===== src/rtl/rpn_evaluator_if.sv =====
// Evaluator bus: start/x/token_count request, token fetch port, busy/done/result/error status.
interface rpn_evaluator_if #(
    parameter int NUMBER_WIDTH = 16
);
    logic                    start;
    logic [NUMBER_WIDTH-1:0] x;
    logic [5:0]              token_count;
    logic [5:0]              token_addr;
    logic [NUMBER_WIDTH:0]   token;
    logic                    busy;
    logic                    done;
    logic [NUMBER_WIDTH-1:0] result;
    logic [2:0]              error;

    modport master (output start, x, token_count, token,
                    input  token_addr, busy, done, result, error);
    modport slave  (input  start, x, token_count, token,
                    output token_addr, busy, done, result, error);
endinterface


===== src/rtl/rpn_evaluator.sv =====
// Q8.8 RPN evaluator: fetches tokens from an external queue and runs a small operand stack.
// Define RPN_EVALUATOR_POW_EN to build the POW operator (iterative saturating multiply).
module rpn_evaluator #(
    parameter int INTEGER_PART_WIDTH    = 8,
    parameter int FRACTIONAL_PART_WIDTH = 8,
    parameter int NUMBER_WIDTH          = INTEGER_PART_WIDTH + FRACTIONAL_PART_WIDTH,
    parameter int OUTPUT_QUEUE_SIZE     = 64,
    parameter int STACK_SIZE            = 16
) (
    input  logic           clk,
    input  logic           rst,
    rpn_evaluator_if.slave bus
);
    localparam int NW = NUMBER_WIDTH;
    localparam int FW = FRACTIONAL_PART_WIDTH;
    localparam int IW = INTEGER_PART_WIDTH;
    localparam int DW = NW + FW;
    localparam int QW = $clog2(OUTPUT_QUEUE_SIZE);
    localparam int AW = $clog2(STACK_SIZE);
    localparam int SW = $clog2(STACK_SIZE + 1);
    localparam int CW = $clog2(DW + 1);

    localparam logic signed [NW-1:0] MAX_POS = {1'b0, {(NW-1){1'b1}}};
    localparam logic signed [NW-1:0] MAX_NEG = {1'b1, {(NW-1){1'b0}}};
    localparam logic [2:0] OP_PLUS = 3'd0;
    localparam logic [2:0] OP_SUB  = 3'd1;
    localparam logic [2:0] OP_MUL  = 3'd2;
    localparam logic [2:0] OP_DIV  = 3'd3;
    localparam logic [2:0] OP_POW  = 3'd4;
    localparam logic [2:0] OP_VAR  = 3'd6;

    typedef enum logic [2:0] {IDLE, FETCH, WAIT, EXEC, DIV_ITER, POW_ITER, DONE} state_t;

    function automatic logic signed [NW-1:0] sat(input logic signed [2*NW-1:0] v);
        logic signed [2*NW-1:0] hi;
        logic signed [2*NW-1:0] lo;
        hi = {{NW{1'b0}}, MAX_POS};
        lo = {{NW{1'b1}}, MAX_NEG};
        if (v > hi)      return MAX_POS;
        else if (v < lo) return MAX_NEG;
        else             return v[NW-1:0];
    endfunction

    state_t               state, state_nxt;
    logic [SW-1:0]        sp;
    logic [QW-1:0]        idx, tok_cnt;
    logic [NW-1:0]        xr;
    logic                 busy, done;
    logic [NW-1:0]        result;
    logic [2:0]           err;
    logic signed [NW-1:0] stack [STACK_SIZE];

    // restoring divider state
    logic [DW-1:0]        dvd, quo, quo_n;
    logic [NW-1:0]        dvs, rem, rem_n;
    logic [NW:0]          rem_sh;
    logic                 neg, div_ge, div_last;
    logic [CW-1:0]        cnt;
    logic signed [NW-1:0] div_res;

    logic                 is_num, last, tok_fin;
    logic [2:0]           op, exec_err;
    logic [AW-1:0]        top_i, nxt_i;
    logic signed [NW-1:0] opa, opb, alu_res;
    logic signed [2*NW-1:0] ea, eb;
    logic [NW-1:0]        a_mag, b_mag;
    logic                 stk_we;
    logic [AW-1:0]        stk_wa;
    logic signed [NW-1:0] stk_wd;

`ifdef RPN_EVALUATOR_POW_EN
    logic [IW-1:0]          pow_n, pcnt;
    logic signed [NW-1:0]   acc, base, pow_res;
    logic signed [2*NW-1:0] eacc, ebase;
    assign pow_n   = opb[NW-1:FW];
    assign eacc    = acc;
    assign ebase   = base;
    assign pow_res = sat((eacc * ebase) >>> FW);
`endif

    assign is_num = ~bus.token[NW];
    assign op     = bus.token[2:0];
    assign top_i  = AW'(sp - 1'b1);
    assign nxt_i  = AW'(sp - 2'd2);
    assign opb    = stack[top_i];
    assign opa    = stack[nxt_i];
    assign ea     = opa;
    assign eb     = opb;
    assign a_mag  = opa[NW-1] ? NW'(-opa) : opa;
    assign b_mag  = opb[NW-1] ? NW'(-opb) : opb;
    assign last   = ({1'b0, idx} + 1'b1) == {1'b0, tok_cnt};

    always_comb begin
        alu_res = sat((ea * eb) >>> FW);
        if (op == OP_PLUS)     alu_res = sat(ea + eb);
        else if (op == OP_SUB) alu_res = sat(ea - eb);
    end

    assign rem_sh   = {rem, dvd[DW-1]};
    assign div_ge   = rem_sh >= {1'b0, dvs};
    assign rem_n    = NW'(div_ge ? rem_sh - {1'b0, dvs} : rem_sh);
    assign quo_n    = {quo[DW-2:0], div_ge};
    assign div_last = cnt == CW'(DW - 1);

    always_comb begin
        if (neg)
            div_res = (quo_n > {{FW{1'b0}}, 1'b1, {(NW-1){1'b0}}}) ? MAX_NEG : -quo_n[NW-1:0];
        else
            div_res = (quo_n > {{(FW+1){1'b0}}, {(NW-1){1'b1}}}) ? MAX_POS : quo_n[NW-1:0];
    end

    always_comb begin
        exec_err = 3'd0;
        if (is_num || op == OP_VAR) begin
            if (sp == SW'(STACK_SIZE)) exec_err = 3'd1;
        end else if (op == OP_PLUS || op == OP_SUB || op == OP_MUL || op == OP_DIV) begin
            if (sp < SW'(2))                  exec_err = 3'd2;
            else if (op == OP_DIV && opb == '0) exec_err = 3'd3;
        end
`ifdef RPN_EVALUATOR_POW_EN
        else if (op == OP_POW) begin
            if (sp < SW'(2))   exec_err = 3'd2;
            else if (opb[NW-1]) exec_err = 3'd4;
        end
`endif
        else exec_err = 3'd4;
    end

    // tok_fin marks the cycle a token's result lands on the stack
    always_comb begin
        tok_fin = 1'b0;
        stk_we  = 1'b0;
        stk_wa  = nxt_i;
        stk_wd  = alu_res;
        case (state)
            EXEC: if (exec_err == 3'd0) begin
                if (is_num || op == OP_VAR) begin
                    tok_fin = 1'b1;
                    stk_we  = 1'b1;
                    stk_wa  = sp[AW-1:0];
                    stk_wd  = is_num ? bus.token[NW-1:0] : xr;
                end else if (op != OP_DIV) begin
`ifdef RPN_EVALUATOR_POW_EN
                    if (op == OP_POW) begin
                        if (pow_n <= IW'(1)) begin
                            tok_fin = 1'b1;
                            stk_we  = 1'b1;
                            stk_wd  = (pow_n == '0) ? {{(IW-1){1'b0}}, 1'b1, {FW{1'b0}}} : opa;
                        end
                    end else
`endif
                    begin
                        tok_fin = 1'b1;
                        stk_we  = 1'b1;
                    end
                end
            end
            DIV_ITER: if (div_last) begin
                tok_fin = 1'b1;
                stk_we  = 1'b1;
                stk_wa  = top_i;
                stk_wd  = div_res;
            end
`ifdef RPN_EVALUATOR_POW_EN
            POW_ITER: if (pcnt == IW'(1)) begin
                tok_fin = 1'b1;
                stk_we  = 1'b1;
                stk_wa  = top_i;
                stk_wd  = pow_res;
            end
`endif
            default: ;
        endcase
    end

    always_comb begin
        state_nxt = state;
        case (state)
            IDLE:  if (bus.start) state_nxt = FETCH;
            FETCH: state_nxt = (tok_cnt == '0) ? DONE : WAIT;
            WAIT:  state_nxt = EXEC;
            EXEC: begin
                if (exec_err != 3'd0) state_nxt = DONE;
                else if (tok_fin)     state_nxt = last ? DONE : FETCH;
                else if (op == OP_DIV) state_nxt = DIV_ITER;
`ifdef RPN_EVALUATOR_POW_EN
                else                  state_nxt = POW_ITER;
`endif
            end
            DIV_ITER: if (tok_fin) state_nxt = last ? DONE : FETCH;
`ifdef RPN_EVALUATOR_POW_EN
            POW_ITER: if (tok_fin) state_nxt = last ? DONE : FETCH;
`endif
            DONE:    state_nxt = IDLE;
            default: state_nxt = IDLE;
        endcase
    end

    always_ff @(posedge clk) begin
        if (rst) state <= IDLE;
        else     state <= state_nxt;
    end

    always_ff @(posedge clk) begin
        if (stk_we) stack[stk_wa] <= stk_wd;
    end

    always_ff @(posedge clk) begin
        if (rst) begin
            sp     <= '0;
            idx    <= '0;
            busy   <= 1'b0;
            done   <= 1'b0;
            result <= '0;
            err    <= 3'd0;
        end else begin
            done <= 1'b0;
            case (state)
                IDLE: if (bus.start) begin
                    xr      <= bus.x;
                    tok_cnt <= bus.token_count;
                    sp      <= '0;
                    idx     <= '0;
                    result  <= '0;
                    err     <= 3'd0;
                    busy    <= 1'b1;
                end
                EXEC: begin
                    if (exec_err != 3'd0) err <= exec_err;
                    else if (is_num || op == OP_VAR) sp <= sp + 1'b1;
                    else sp <= sp - 1'b1;
                    // binary ops pop here; deferred results later overwrite operand a's slot
                    if (exec_err == 3'd0 && !is_num && op == OP_DIV) begin
                        dvd <= {a_mag, {FW{1'b0}}};
                        dvs <= b_mag;
                        rem <= '0;
                        quo <= '0;
                        cnt <= '0;
                        neg <= opa[NW-1] ^ opb[NW-1];
                    end
`ifdef RPN_EVALUATOR_POW_EN
                    if (exec_err == 3'd0 && !is_num && op == OP_POW) begin
                        acc  <= opa;
                        base <= opa;
                        pcnt <= IW'(pow_n - 1'b1);
                    end
`endif
                end
                DIV_ITER: begin
                    dvd <= dvd << 1;
                    rem <= rem_n;
                    quo <= quo_n;
                    cnt <= cnt + 1'b1;
                end
`ifdef RPN_EVALUATOR_POW_EN
                POW_ITER: begin
                    acc  <= pow_res;
                    pcnt <= pcnt - 1'b1;
                end
`endif
                DONE: begin
                    done <= 1'b1;
                    busy <= 1'b0;
                    if (err == 3'd0) begin
                        if (sp == SW'(1)) result <= stack[0];
                        else              err    <= 3'd5;
                    end
                end
                default: ;
            endcase
            if (tok_fin) idx <= idx + 1'b1;
        end
    end

    assign bus.token_addr = idx;
    assign bus.busy       = busy;
    assign bus.done       = done;
    assign bus.result     = result;
    assign bus.error      = err;
endmodule


===== src/flat_wrapper.sv =====
// flat-port wrapper written by rule: the top's interface ports become plain ports
module rpn_evaluator_flat 
#(
    parameter int INTEGER_PART_WIDTH    = 8,
    parameter int FRACTIONAL_PART_WIDTH = 8,
    parameter int NUMBER_WIDTH          = INTEGER_PART_WIDTH + FRACTIONAL_PART_WIDTH,
    parameter int OUTPUT_QUEUE_SIZE     = 64,
    parameter int STACK_SIZE            = 16
)
  (clk, rst, bus_start, bus_x, bus_token_count, bus_token, bus_token_addr, bus_busy, bus_done, bus_result, bus_error);
  rpn_evaluator_if #(.NUMBER_WIDTH(NUMBER_WIDTH)) bus_i ();
  input  logic clk;
  input  logic rst;
  input wire logic [$bits(bus_i.start)-1:0] bus_start;
  input wire logic [$bits(bus_i.x)-1:0] bus_x;
  input wire logic [$bits(bus_i.token_count)-1:0] bus_token_count;
  input wire logic [$bits(bus_i.token)-1:0] bus_token;
  output wire logic [$bits(bus_i.token_addr)-1:0] bus_token_addr;
  output wire logic [$bits(bus_i.busy)-1:0] bus_busy;
  output wire logic [$bits(bus_i.done)-1:0] bus_done;
  output wire logic [$bits(bus_i.result)-1:0] bus_result;
  output wire logic [$bits(bus_i.error)-1:0] bus_error;
  assign bus_i.start = bus_start;
  assign bus_i.x = bus_x;
  assign bus_i.token_count = bus_token_count;
  assign bus_i.token = bus_token;
  assign bus_token_addr = bus_i.token_addr;
  assign bus_busy = bus_i.busy;
  assign bus_done = bus_i.done;
  assign bus_result = bus_i.result;
  assign bus_error = bus_i.error;
  rpn_evaluator #(.INTEGER_PART_WIDTH(INTEGER_PART_WIDTH), .FRACTIONAL_PART_WIDTH(FRACTIONAL_PART_WIDTH), .NUMBER_WIDTH(NUMBER_WIDTH), .OUTPUT_QUEUE_SIZE(OUTPUT_QUEUE_SIZE), .STACK_SIZE(STACK_SIZE)) u_core (.clk(clk), .rst(rst), .bus(bus_i));
endmodule

===== config.mk =====
export PLATFORM = sky130hd
export DESIGN_NAME = rpn_evaluator_flat
export DESIGN_NICKNAME = d
export VERILOG_FILES = /design/src/rtl/rpn_evaluator_if.sv /design/src/rtl/rpn_evaluator.sv /design/src/flat_wrapper.sv
export SDC_FILE = /design/constraint.sdc
export NUM_CORES = 2
export LEC_CHECK = 0
export CAP_MARGIN = 20
export CORE_AREA = 5 5 202 351
export DETAILED_ROUTE_END_ITERATION = 8
export DIE_AREA = 0 0 207 356
export DONT_BUFFER_PORTS = 1
export HOLD_SLACK_MARGIN = 0.03
export PLACE_DENSITY = 0.68
export REMOVE_ABC_BUFFERS = 1
export SYNTH_ARGS = -nofsm -noshare
export SYNTH_HDL_FRONTEND = slang
export SYNTH_SLANG_ARGS = --single-unit
export TNS_END_PERCENT = 30

===== constraint.sdc =====
create_clock -name clk -period 34.2 [get_ports clk]
set_input_delay 6.84 -clock clk [delete_from_list [all_inputs] [get_ports clk]]
set_output_delay 6.84 -clock clk [all_outputs]
set_load 0.005 [all_outputs]

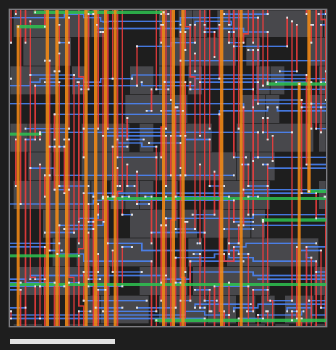
(a small window of the routed layout)
Scale bar: 10 µm. Window x 88 to 118, y 163 to 193 µm. Cells in grey, sequential cells in the stronger grey; small squares are vias.
[green] M3
[red] M2
[blue] M1
[orange] M4
most frequent: inv_1 (22), ha_1 (13), fa_1 (10)
sequential cells in the window: 0
cells with their middle in the window: 68

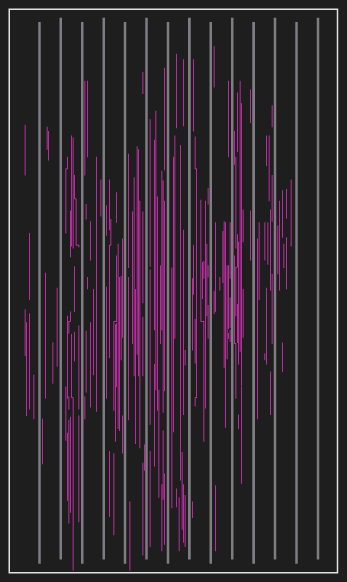
(M4 wires)
Supply wires on this layer in grey.
nets with wire on the layer: 112
share of all routed wire: 9.3%

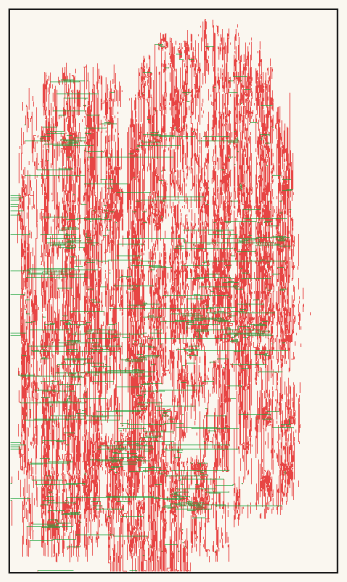
(metal layers overlaid)
Two of the layers only.
[green] M3 | wire length: 5,870 µm
[red] M2 | wire length: 51.7 mm

==> CHANGELOG.md <==
### Changed

- Fillers: 6,161
- Worst Hold Launch: u_core.bus.result[8]$_SDFFE_PP0P_
- Vias in the first global route: 24.9k
- Clk_lat worst skew: 0.57 ns
- GPL Wtd Cong: 1.02
- Slowest-stage cell, CP: dfxtp_4
- Total wire length: 100 mm
- Hold buffers post-CTS: 0
- Post-layout util: 0.505
- Status: finished clean
- Fin Setup TNS: 0 ns
- Met3 GRT Util: 0.0330
- Critical Path RT: 34.39 ns
- Worst-path maximum fanout: 66
- Post-DRT Antenna Nets: 0
- Async set or reset register ratio after synthesis: 0
- Inserted Clock Buffers: 37
- Gr usage total: 0.270
- Cell taking the most area after synthesis: edfxtp_1
- Post-Synthesis Cells: 2,958
- Post-Place Cells: 3,761
- Critical Path End Type: flop
- Comb gate area: 18,700 µm²
- # rows: 127
- Reg2reg start: u_core.sp[0]$_SDFFE_PP0P_
- Most common flop cell mapped by yosys: edfxtp_1
- Die width: 207 µm
- Syn-to-layout area delta: 6.73%
- RSZ-0062 raised after global routing: false
- Final non-filler cell area: 34,400 µm²
- Placed Area: 33,100 µm²
- Die Size: 73,700 µm²
- Max Cap Viol: 0
- Setup WS post-layout: 21.13 ns
- CP delay by family, top: adder cells
- FMAX: 76.5 MHz
- Count of tool warnings: 47
- Crit path launch: u_core.sp[0]$_SDFFE_PP0P_
- Top cells, area: edfxtp_1 (33%), fa_1 (16%), mux4_2 (10%)
- Period Utilization, post-route: 0.382
- Yosys warns: 0
- Worst Tran Pin Value: 1.18 ns
- CP Launch Type: flop
- Core area: 68,000 µm²
- Slew HR: 0.202
- I/O pins: 69
- # DRC: 0
worst paths after layout:
kind / end / slack (ns)
min reg2reg: u_core.bus.result[8]$_SDFFE_PP0P_ / 0.51
max: u_core.stack[1][1]$_DFFE_PP_ / 21.13
min: u_core.bus.result[8]$_SDFFE_PP0P_ / 0.51
max reg2reg: u_core.stack[1][1]$_DFFE_PP_ / 21.13
per-layer routing:
metal | vias to the layer above | share of wire
li1 | 10100 | -
met1 | 11800 | 0.33
met2 | 1066 | 0.52
met3 | 360 | 0.059
met4 | 0 | 0.093
met5 | - | 0
per-stage QoR:
stage,hold WS (ns)
6_report,0.513
5_1_grt,0.527
4_1_cts,0.512
3_5_place_dp,0.498
3_3_place_gp,0.497
2_1_floorplan,0.472
kinds of logic after synthesis:
logic type | share of synthesized area
and+or+nand+nor | 0.120
buffers and inverters | 0.0693
AOI/OAI and AO/OA | 0.0927
adders and majority gates | 0.219
DFF | 0.353
muxes | 0.117
xor gates and xnor gates | 0.0304
final cells by class:
| cell class | count | share of cell area |
|---|---|---|
| Multi-Input combinational cell | 2007 | 0.545 |
| Sequential cell | 390 | 0.331 |
| Inverter | 410 | 0.0448 |
| Tap cell | 903 | 0.0329 |
| Clock buffer | 51 | 0.0306 |
| Timing Repair Buffer | 53 | 0.0117 |
| Clock inverter | 16 | 0.00452 |
| Antenna cell | 1 | 0.0000728 |
state kept, by name, summed over array words and instances (netlist names):
signal / count
u_core.bus.busy: 1
u_core.bus.done: 1
u_core.bus.error: 3
u_core.bus.result: 16
u_core.bus.token_addr: 6
u_core.cnt: 5
u_core.dvd: 16
u_core.dvs: 16
u_core.neg: 1
u_core.quo: 23
u_core.rem: 16
u_core.sp: 5
u_core.stack: 256
u_core.state: 3
u_core.tok_cnt: 6
u_core.xr: 16
layout by cell type, fill, tap and decap left out, types with 34 or more instances in the layout:
cell type	count
nor2b_1	56
nand3_1	39
and3_1	37
edfxtp_1	355
inv_1	408
nor3_1	41
o21ai_0	92
mux2i_1	34
fa_1	264
a21o_1	44
clkbuf_16	39
a21oi_1	169
xnor2_1	77
ha_1	139
nand2_1	278
buf_4	50
nor2_1	233
mux4_2	147
cell usage after synthesis, types with 6 or more instances:
master,n
inv_1,408
edfxtp_1,355
nand2_1,278
fa_1,264
nor2_1,238
a21oi_1,169
mux4_2,147
ha_1,140
clkbuf_1,93
o21ai_0,93
xnor2_1,78
nor2b_1,56
a21o_1,44
nor3_1,43
nand3_1,39
and3_1,37
dfxtp_1,35
mux2i_1,35
and2_1,29
xor2_1,28
a31oi_1,26
buf_2,22
buf_1,20
o21ai_1,20
or3_1,19
nand4_1,16
nor4_1,16
a211oi_1,15
o22ai_1,13
nand2b_1,11
o21bai_1,11
buf_6,10
o211ai_1,10
mux2_2,8
or2_2,8
o21a_1,7
o31ai_1,7
buf_4,6
